**src/rtl/booth_pkg.sv**
```systemverilog
// ============================================================================
// booth_pkg : shared FSM state and radix-4 recode op constants
// Revision  : 1.0
// ============================================================================
`default_nettype none

package booth_pkg;

  localparam int unsigned ST_W = 2;
  localparam logic [ST_W-1:0] ST_IDLE = 2'b00;
  localparam logic [ST_W-1:0] ST_RUN  = 2'b01;
  localparam logic [ST_W-1:0] ST_DONE = 2'b10;

  localparam int unsigned OP_W = 3;
  localparam logic [OP_W-1:0] OP_ZERO = 3'd0;
  localparam logic [OP_W-1:0] OP_PA   = 3'd1;
  localparam logic [OP_W-1:0] OP_P2A  = 3'd2;
  localparam logic [OP_W-1:0] OP_MA   = 3'd3;
  localparam logic [OP_W-1:0] OP_M2A  = 3'd4;

endpackage

`default_nettype wire

```
**src/rtl/booth_r4_recoder.sv**
```systemverilog
// ============================================================================
// booth_r4_recoder : maps a Booth triple {b1, b0, q(-1)} to a recode op
// Revision         : 1.0
// ============================================================================
`default_nettype none

module booth_r4_recoder
  import booth_pkg::*;
(
  input  logic [2:0]      triple_i,
  output logic [OP_W-1:0] op_o
);

  always_comb begin
    op_o = OP_ZERO;
    case (triple_i)
      3'b001, 3'b010: op_o = OP_PA;
      3'b011:         op_o = OP_P2A;
      3'b100:         op_o = OP_M2A;
      3'b101, 3'b110: op_o = OP_MA;
      default:        op_o = OP_ZERO;
    endcase
  end

endmodule

`default_nettype wire

```
**src/rtl/booth_mul_r4.sv**
```systemverilog
// ============================================================================
// booth_mul_r4 : sequential radix-4 Booth multiplier, signed/unsigned per op
// Revision     : 1.0
// ============================================================================
`default_nettype none

module booth_mul_r4
  import booth_pkg::*;
#(
  parameter int unsigned WIDTH = 8
) (
  input  logic               clk,
  input  logic               rst,
  input  logic               start,
  input  logic               signed_mode,
  input  logic [WIDTH-1:0]   in1,
  input  logic [WIDTH-1:0]   in2,
  output logic               busy,
  output logic               done,
  output logic [2*WIDTH-1:0] product
);

  localparam int unsigned N     = WIDTH + 2;
  localparam int unsigned XW    = N + 2;
  localparam int unsigned CNT_W = $clog2(N/2 + 1);
  localparam logic [CNT_W-1:0] C_ITER = CNT_W'(N/2);
  localparam logic [CNT_W-1:0] C_ONE  = CNT_W'(1);

  logic [ST_W-1:0]    state_q, state_d;
  logic [N-1:0]       a_q, a_d;
  logic [N-1:0]       b_q, b_d;
  logic [XW-1:0]      x_q, x_d;
  logic               qm1_q, qm1_d;
  logic [CNT_W-1:0]   cnt_q, cnt_d;
  logic [2*WIDTH-1:0] product_q, product_d;

  logic [OP_W-1:0]    w_op;
  logic [XW-1:0]      w_a_ext;
  logic [XW-1:0]      w_a2;
  logic [XW-1:0]      w_addend;
  logic [XW-1:0]      w_sum;
  logic [XW-1:0]      w_x_sh;
  logic [N-1:0]       w_b_sh;

  booth_r4_recoder u_recoder (
    .triple_i ({b_q[1], b_q[0], qm1_q}),
    .op_o     (w_op)
  );

  assign w_a_ext = {{2{a_q[N-1]}}, a_q};
  assign w_a2    = {a_q[N-1], a_q, 1'b0};

  always_comb begin
    w_addend = '0;
    case (w_op)
      OP_PA:   w_addend = w_a_ext;
      OP_P2A:  w_addend = w_a2;
      OP_MA:   w_addend = -w_a_ext;
      OP_M2A:  w_addend = -w_a2;
      default: w_addend = '0;
    endcase
  end

  // {X,B,q(-1)} shifted right by two, sign-filled from the new X MSB
  assign w_sum  = x_q + w_addend;
  assign w_x_sh = {{2{w_sum[XW-1]}}, w_sum[XW-1:2]};
  assign w_b_sh = {w_sum[1:0], b_q[N-1:2]};

  always_comb begin
    state_d   = state_q;
    a_d       = a_q;
    b_d       = b_q;
    x_d       = x_q;
    qm1_d     = qm1_q;
    cnt_d     = cnt_q;
    product_d = product_q;
    case (state_q)
      ST_IDLE: begin
        if (start) begin
          a_d     = {{2{signed_mode & in1[WIDTH-1]}}, in1};
          b_d     = {{2{signed_mode & in2[WIDTH-1]}}, in2};
          x_d     = '0;
          qm1_d   = 1'b0;
          cnt_d   = C_ITER;
          state_d = ST_RUN;
        end
      end
      ST_RUN: begin
        x_d   = w_x_sh;
        b_d   = w_b_sh;
        qm1_d = b_q[1];
        cnt_d = cnt_q - C_ONE;
        if (cnt_q == C_ONE) begin
          product_d = {w_x_sh[2*WIDTH-N-1:0], w_b_sh};
          state_d   = ST_DONE;
        end
      end
      ST_DONE: state_d = ST_IDLE;
      default: state_d = ST_IDLE;
    endcase
  end

  always_ff @(posedge clk or posedge rst) begin
    if (rst) begin
      state_q   <= ST_IDLE;
      a_q       <= '0;
      b_q       <= '0;
      x_q       <= '0;
      qm1_q     <= 1'b0;
      cnt_q     <= '0;
      product_q <= '0;
    end else begin
      state_q   <= state_d;
      a_q       <= a_d;
      b_q       <= b_d;
      x_q       <= x_d;
      qm1_q     <= qm1_d;
      cnt_q     <= cnt_d;
      product_q <= product_d;
    end
  end

  assign busy    = (state_q != ST_IDLE);
  assign done    = (state_q == ST_DONE);
  assign product = product_q;

endmodule

`default_nettype wire

```
**config.mk**
```make
export PLATFORM = sky130hd
export DESIGN_NAME = booth_mul_r4
export DESIGN_NICKNAME = d
export VERILOG_FILES = /design/src/rtl/booth_pkg.sv /design/src/rtl/booth_r4_recoder.sv /design/src/rtl/booth_mul_r4.sv
export SDC_FILE = /design/constraint.sdc
export NUM_CORES = 1
export LEC_CHECK = 0
export CAP_MARGIN = 15
export CORE_MARGIN = 5
export CORE_UTILIZATION = 50
export CTS_CLUSTER_DIAMETER = 150
export CTS_CLUSTER_SIZE = 30
export DETAILED_ROUTE_END_ITERATION = 12
export PLACE_DENSITY = 0.71
export SETUP_SLACK_MARGIN = 0.3
export SLEW_MARGIN = 20
export SYNTH_ARGS = -nofsm -noshare
export SYNTH_HDL_FRONTEND = slang
export SYNTH_SLANG_ARGS = --single-unit
```
**constraint.sdc**
```tcl
create_clock -name clk -period 4.5 [get_ports clk]
set_clock_uncertainty 0.05 [all_clocks]
set_input_delay 0.9 -clock clk [delete_from_list [all_inputs] [get_ports clk]]
set_output_delay 0.9 -clock clk [all_outputs]
set_load 0.02 [all_outputs]
```
==> run_1/power_grid.png <==
Pins as bars on the die edge. Tap cells in gray.
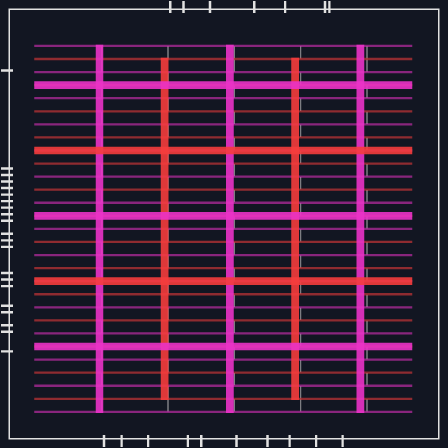
magenta -> VSS
red -> VDD
met4 straps = 5
signal pins = 38
met1 rails = 29

==> run_1/clk_routes.png <==
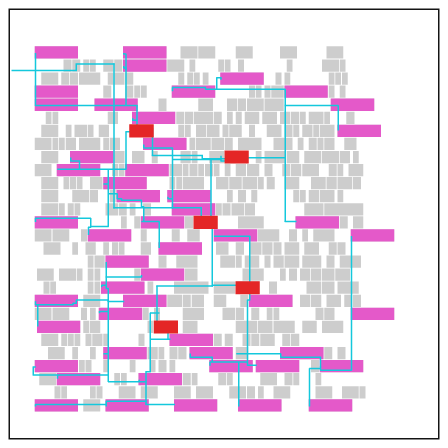
magenta -> flip-flops  # count 51
cyan -> clock wires  # length 687 um
red -> clock drivers  # count 5
routed clock nets = 6

==> run_1/flops_by_reg.png <==
Other sequential cells in the stronger gray, the rest of the logic in the fainter gray.
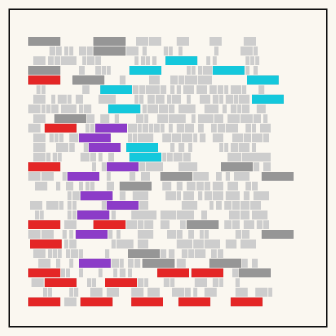
red -> product  # sequential cells 16
purple -> b_q  # sequential cells 10, where west
cyan -> a_q  # sequential cells 9
not colored = 16
sequential cell area share: 35.37%
Final Util: 60.23%
sequential cell area: 1276 um2

==> run summary, run 1 <==
yosys + openroad results -> # clock sinks=51, cts bufs inserted=5, max-slew violation count=0, largest net degree at the start of global routing=41, GRT Util Overall=19.18%, Log Warnings=27, routed wire length per instance=14.65 um, sequential fraction of the synthesis area=40.82%, Ports=38, GRT overflow=0, DRT antenna net count=0, crit path from=a_q[0]$_DFFE_PP0P_, worst setup margin=732.6 ps, vias per cell=5.506, Cell Area, Synth=3127 um2, hpwl dp=4934 um, H-tree levels=2, yosys warns=0, placed cells=468, WL final=6972 um, Post-Syn Nets=412, Non-Filler Instances=476, Die H=89.08 um, Final setup viols=0, Critical Path End Type=register, floorplan core density=52.19%, Final Wtd Congestion=0.8461, area of the core=5991 um2, hold buffer count at cts=0, CP max FO=6, Data required, critical path=4640 ps, Slew @ Worst Pin=905.8 ps, max_slew headroom=39.46%, share of layout cells above drive strength 1=5.985%, # diodes=0, CTS tree=done, Design Area, Final=3608 um2, DIE AREA=7935 um2, status=completed, DRC viols=0, Vias=2621, first drt pass iteration count=4, final hold vios=0, post-CTS setup buffers=0, Die X=89.08 um, Placement Cell Area=3520 um2, max cap viols=0, initial antenna violation count=0, Initial DRC Count=140, Yosys cell types=48, global-route wire length before repair=12060 um, Top cells by area=dfrtp_1 (41%), nand2_1 (12%), ha_1 (5.6%), R2R depth=14, Worst-path clk slew=100 ps, Worst-Skew Late Latency=310 ps, Reg2Reg Launch Point=a_q[0]$_DFFE_PP0P_
## run 1: worst min-delay path by stage
stage                                 start                      end  slack [ps]  cells after the start
floorplan                b_q[7]$_DFFE_PP0P_       b_q[7]$_DFFE_PP0P_         410                      2
global placement     product[9]$_DFFE_PP0P_   product[9]$_DFFE_PP0P_         410                      2
detailed placement   product[6]$_DFFE_PP0P_   product[6]$_DFFE_PP0P_         420                      2
CTS                  product[9]$_DFFE_PP0P_   product[9]$_DFFE_PP0P_         450                      2
global route         product[9]$_DFFE_PP0P_   product[9]$_DFFE_PP0P_         460                      2
finish              product[13]$_DFFE_PP0P_  product[13]$_DFFE_PP0P_         440                      2
## run 1: cells in the final DEF (no fill, tap or decap), types with 8 or more instances in the layout
cell type,n
dfrtp_1,51
xnor2_1,10
nand3_1,12
inv_1,8
nand2_1,100
ha_1,14
o21ai_0,29
xor2_1,9
nor2_1,20
a31oi_1,13
clkdlybuf4s50_1,37
a21oi_1,14
## run 1: registers in the layout (all words and copies together) (netlist names)
signal / cells
a_q: 9
x_q: 10
product: 16
state_q: 2
qm1_q: 1
cnt_q: 3
b_q: 10
## run 1: cell usage after synthesis, drive strengths merged, types with 2 or more instances
library cell  count
nor3              5
a32oi             2
a221oi            3
nor3b             2
nand3            12
xnor2            10
and3              2
nand2           100
a21o              4
buf               6
o21ai            35
or3               5
ha               14
nor2             20
clkbuf           20
inv               9
and2              4
a21oi            14
a211oi            3
nor2b             6
mux2              2
nand2b            4
a31oi            13
dfrtp            51
o31ai             2
xor2              9
a22oi             6
## run 1: kinds of logic after synthesis
group	after synthesis	synth area share (%)
and+or+nand+nor	163	23.33
buffers and inverters	35	4.562
xor gates and xnor gates	19	5.322
DFF	51	40.82
AOI/OAI and AO/OA	90	17.97
adders and majority gates	15	6.243
muxes	4	1.761
## run 1: per-layer routing
metal / track usage [%] / wire length, um
met5: 0 / 0
met4: 5.413 / 43
met3: 3.226 / 205
met2: 31.08 / 3352
met1: 26.59 / 3370
## run 1: worst max-delay path, stage by stage, from the launching register on
cell	delay, ps
dfrtp_1	400
inv_1	100
ha_1	250
or4b_4	520
nor2_1	130
xor2_1	160
o21ai_1	70
mux4_2	460
ha_1	360
a21o_1	200
or3_1	310
o221a_2	230
a21oi_1	170
xor2_1	160
o21ai_1	70
## run 1: area by class of cell
| class | count | area (um2) |
|---|---|---|
| clock buffer | 6 | 72.57 |
| clock inverter | 2 | 16.27 |
| fill | 536 | 2382 |
| inverter | 9 | 33.78 |
| multi-input combinational | 291 | 1708 |
| sequential | 51 | 1276 |
| tap | 75 | 93.84 |
| timing repair buffer | 42 | 407.9 |
==> run_1/placement_by_type.png <==
Scale bar: 20 um.
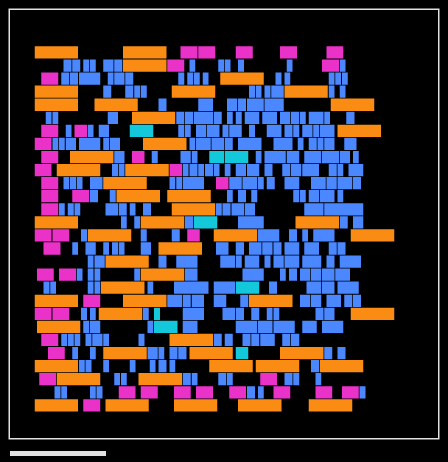

--- run 2 (diff from run 1) ---
==> constraint.sdc (replaced) <==
create_clock -name clk -period 3.8 [get_ports clk]
set_clock_uncertainty 0.05 [all_clocks]
set_input_delay 0.76 -clock clk [delete_from_list [all_inputs] [get_ports clk]]
set_output_delay 0.76 -clock clk [all_outputs]
set_load 0.02 [all_outputs]
==> run_2/placement_by_type.png <==
Scale bar: 20 um.
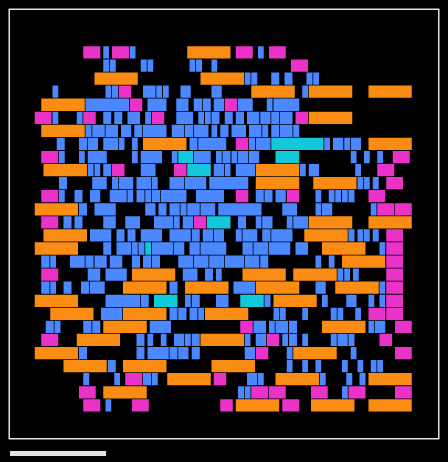
blue -> combinational and other logic  # cells 300, share of their area 49%
orange -> flops  # cells 51, share of their area 35%
cyan -> clock drivers and dummy loads  # cells 8, share of their area 3.0%
magenta -> other buffers and delay cells  # cells 55, share of their area 14%

==> run_2/congestion.png <==
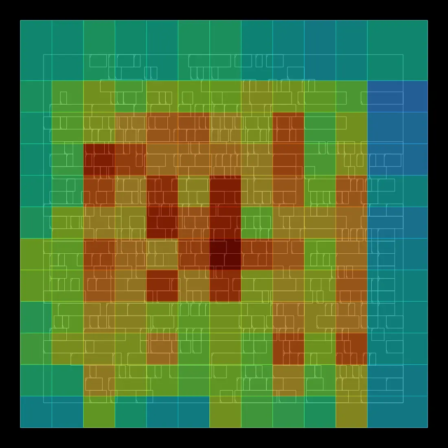
Final Util: 63.30%
met1 Use GR: 27.42%
GRT Max-Usage Layer: met2
routed wire length per instance: 15.47 um
met2 Use GR: 34.09%

==> run summary, run 2 <==
yosys + openroad results -> Top Metal Used=met4, Initial DRC Count=198 (+41%), top post-synthesis cells by count=nand2_1 (100), dfrtp_1 (51), o21ai_0 (29), max-slew violation count=0 (unchanged), cell with the most instances after synthesis=nand2_1, first drt pass iteration count=5 (+1), Fmax achieved=281.1 MHz, Post-Syn Nets=412 (unchanged), Worst-Skew Late Latency=310 ps (about the same), sequential fraction of the synthesis area=40.82% (unchanged), status=completed, Vias=2750 (+4.9%), WL final=7564 um (+8.5%), max reg flops=16 (unchanged), setup TNS=0 ps, cts bufs inserted=5 (unchanged), Critical Path End Type=register, area of the core=5991 um2 (unchanged), CP startpoint kind=register, CTS max path bufs=2, DRC viols=0 (unchanged), Cell Area, Synth=3127 um2 (unchanged), CTS tree=done, Die H=89.08 um (unchanged), Worst-path clk slew=100 ps (about the same), share of layout cells above drive strength 1=11.35% (+5.4 points), hpwl dp=5120 um (+3.8%), Die X=89.08 um (unchanged), FILL cells=522 (-2.6%), max_slew headroom=38.80% (-0.67 points), final hold vios=0 (unchanged), dominant logic cell types in the final layout=nand2_1 (100), dfrtp_1 (51), clkdlybuf4s50_1 (37), Ports=38 (unchanged), Final Wtd Congestion=0.8758 (+3.5%), yosys warns=0 (unchanged), # clock sinks=51 (unchanged), Yosys cell types=48 (unchanged), # diodes=0 (unchanged), critical path class=reg -> reg, Log Warnings=29 (+7.4%), H-tree levels=2 (unchanged), placed cells=475 (+1.5%), DIE AREA=7935 um2 (unchanged), vias per cell=5.624 (+2.1%), DRT antenna net count=0 (unchanged), Slew @ Worst Pin=915.8 ps (+9.966 ps), max cap viols=0 (unchanged), Met1 Wirelength=3500 um (+3.9%), Top cells by area=dfrtp_1 (41%), nand2_1 (12%), ha_1 (5.6%), initial antenna violation count=0 (unchanged), floorplan core density=52.19% (unchanged), Non-Filler Instances=489 (+2.7%), largest net degree at the start of global routing=38 (-7.3%), CP max FO=3 (-3), Met2 Wirelength=3562 um (+6.3%), most frequent logic cell in the layout=nand2_1, Data required, critical path=3940 ps (-700 ps)
-- run 2: layer usage --
metal / vias up / GRT usage (%)
met5: - / 0
met4: 0 / 6.360
met3: 13 / 3.134
met2: 83 / 34.09
met1: 1283 / 27.42
li1: 1371 / -
-- run 2: metrics by stage --
step | area [um2] | util, % | hold WS (ps) | setup WS (ps)
floorplan | 3143 | - | 411.4 | 309.0
global placement | 3588 | 59.90 | 407.8 | 253.3
detailed placement | 3588 | 59.90 | 414.8 | 146.9
CTS | 3772 | 62.97 | 438.4 | 269.2
global route | 3792 | 63.30 | 477.3 | 123.6
finish | 3792 | 63.30 | 433.1 | 243.0
-- run 2: final timing paths --
path	slack (ps)	from	end	cells past startpoint
min in group asynchronous	750	rst	product[14]$_DFFE_PP0P_	2
max in group asynchronous	2190	rst	b_q[1]$_DFFE_PP0P_	3
min reg2reg	430	product[2]$_DFFE_PP0P_	product[2]$_DFFE_PP0P_	2
max reg2reg	240	a_q[0]$_DFFE_PP0P_	x_q[8]$_DFFE_PP0P_	13
max	240	a_q[0]$_DFFE_PP0P_	x_q[8]$_DFFE_PP0P_	13
min	430	product[2]$_DFFE_PP0P_	product[2]$_DFFE_PP0P_	2
-- run 2: critical path, cell delays in order, from the launching register on --
cell     delay (ps)
dfrtp_1         410
or3_4           400
or3_4           360
nor3_4          160
xnor2_2         100
and2_0          160
mux4_2          490
ha_4            240
a21o_1          170
or3_1           320
o221a_2         240
a21oi_2         140
xor2_1          150
o21ai_1          70
-- run 2: cell families after synthesis --
logic type,Yosys count,synth area share (%)
and+or+nand+nor,163,23.33
AOI/OAI and AO/OA,90,17.97
DFF,51,40.82
buffers and inverters,35,4.562
xor gates and xnor gates,19,5.322
adders and majority gates,15,6.243
muxes,4,1.761
-- run 2: layout make-up --
cell class | count | area [um2] | share of cell area (%)
multi-input cells | 291 | 1772 | 46.72
flip-flops and latches | 51 | 1276 | 33.65
inverters | 9 | 33.78 | 0.8908
well taps | 75 | 93.84 | 2.474
repair buffers | 55 | 505.5 | 13.33
clock inverters | 2 | 38.79 | 1.023
clock buffers | 6 | 72.57 | 1.914
-- run 2: what timing repair did --
item	in CTS	in global routing
gates resized	7	3
pin swaps	1	4
hold buffers	0	0
buffers inserted	5	1
setup endpoints to repair	2	3
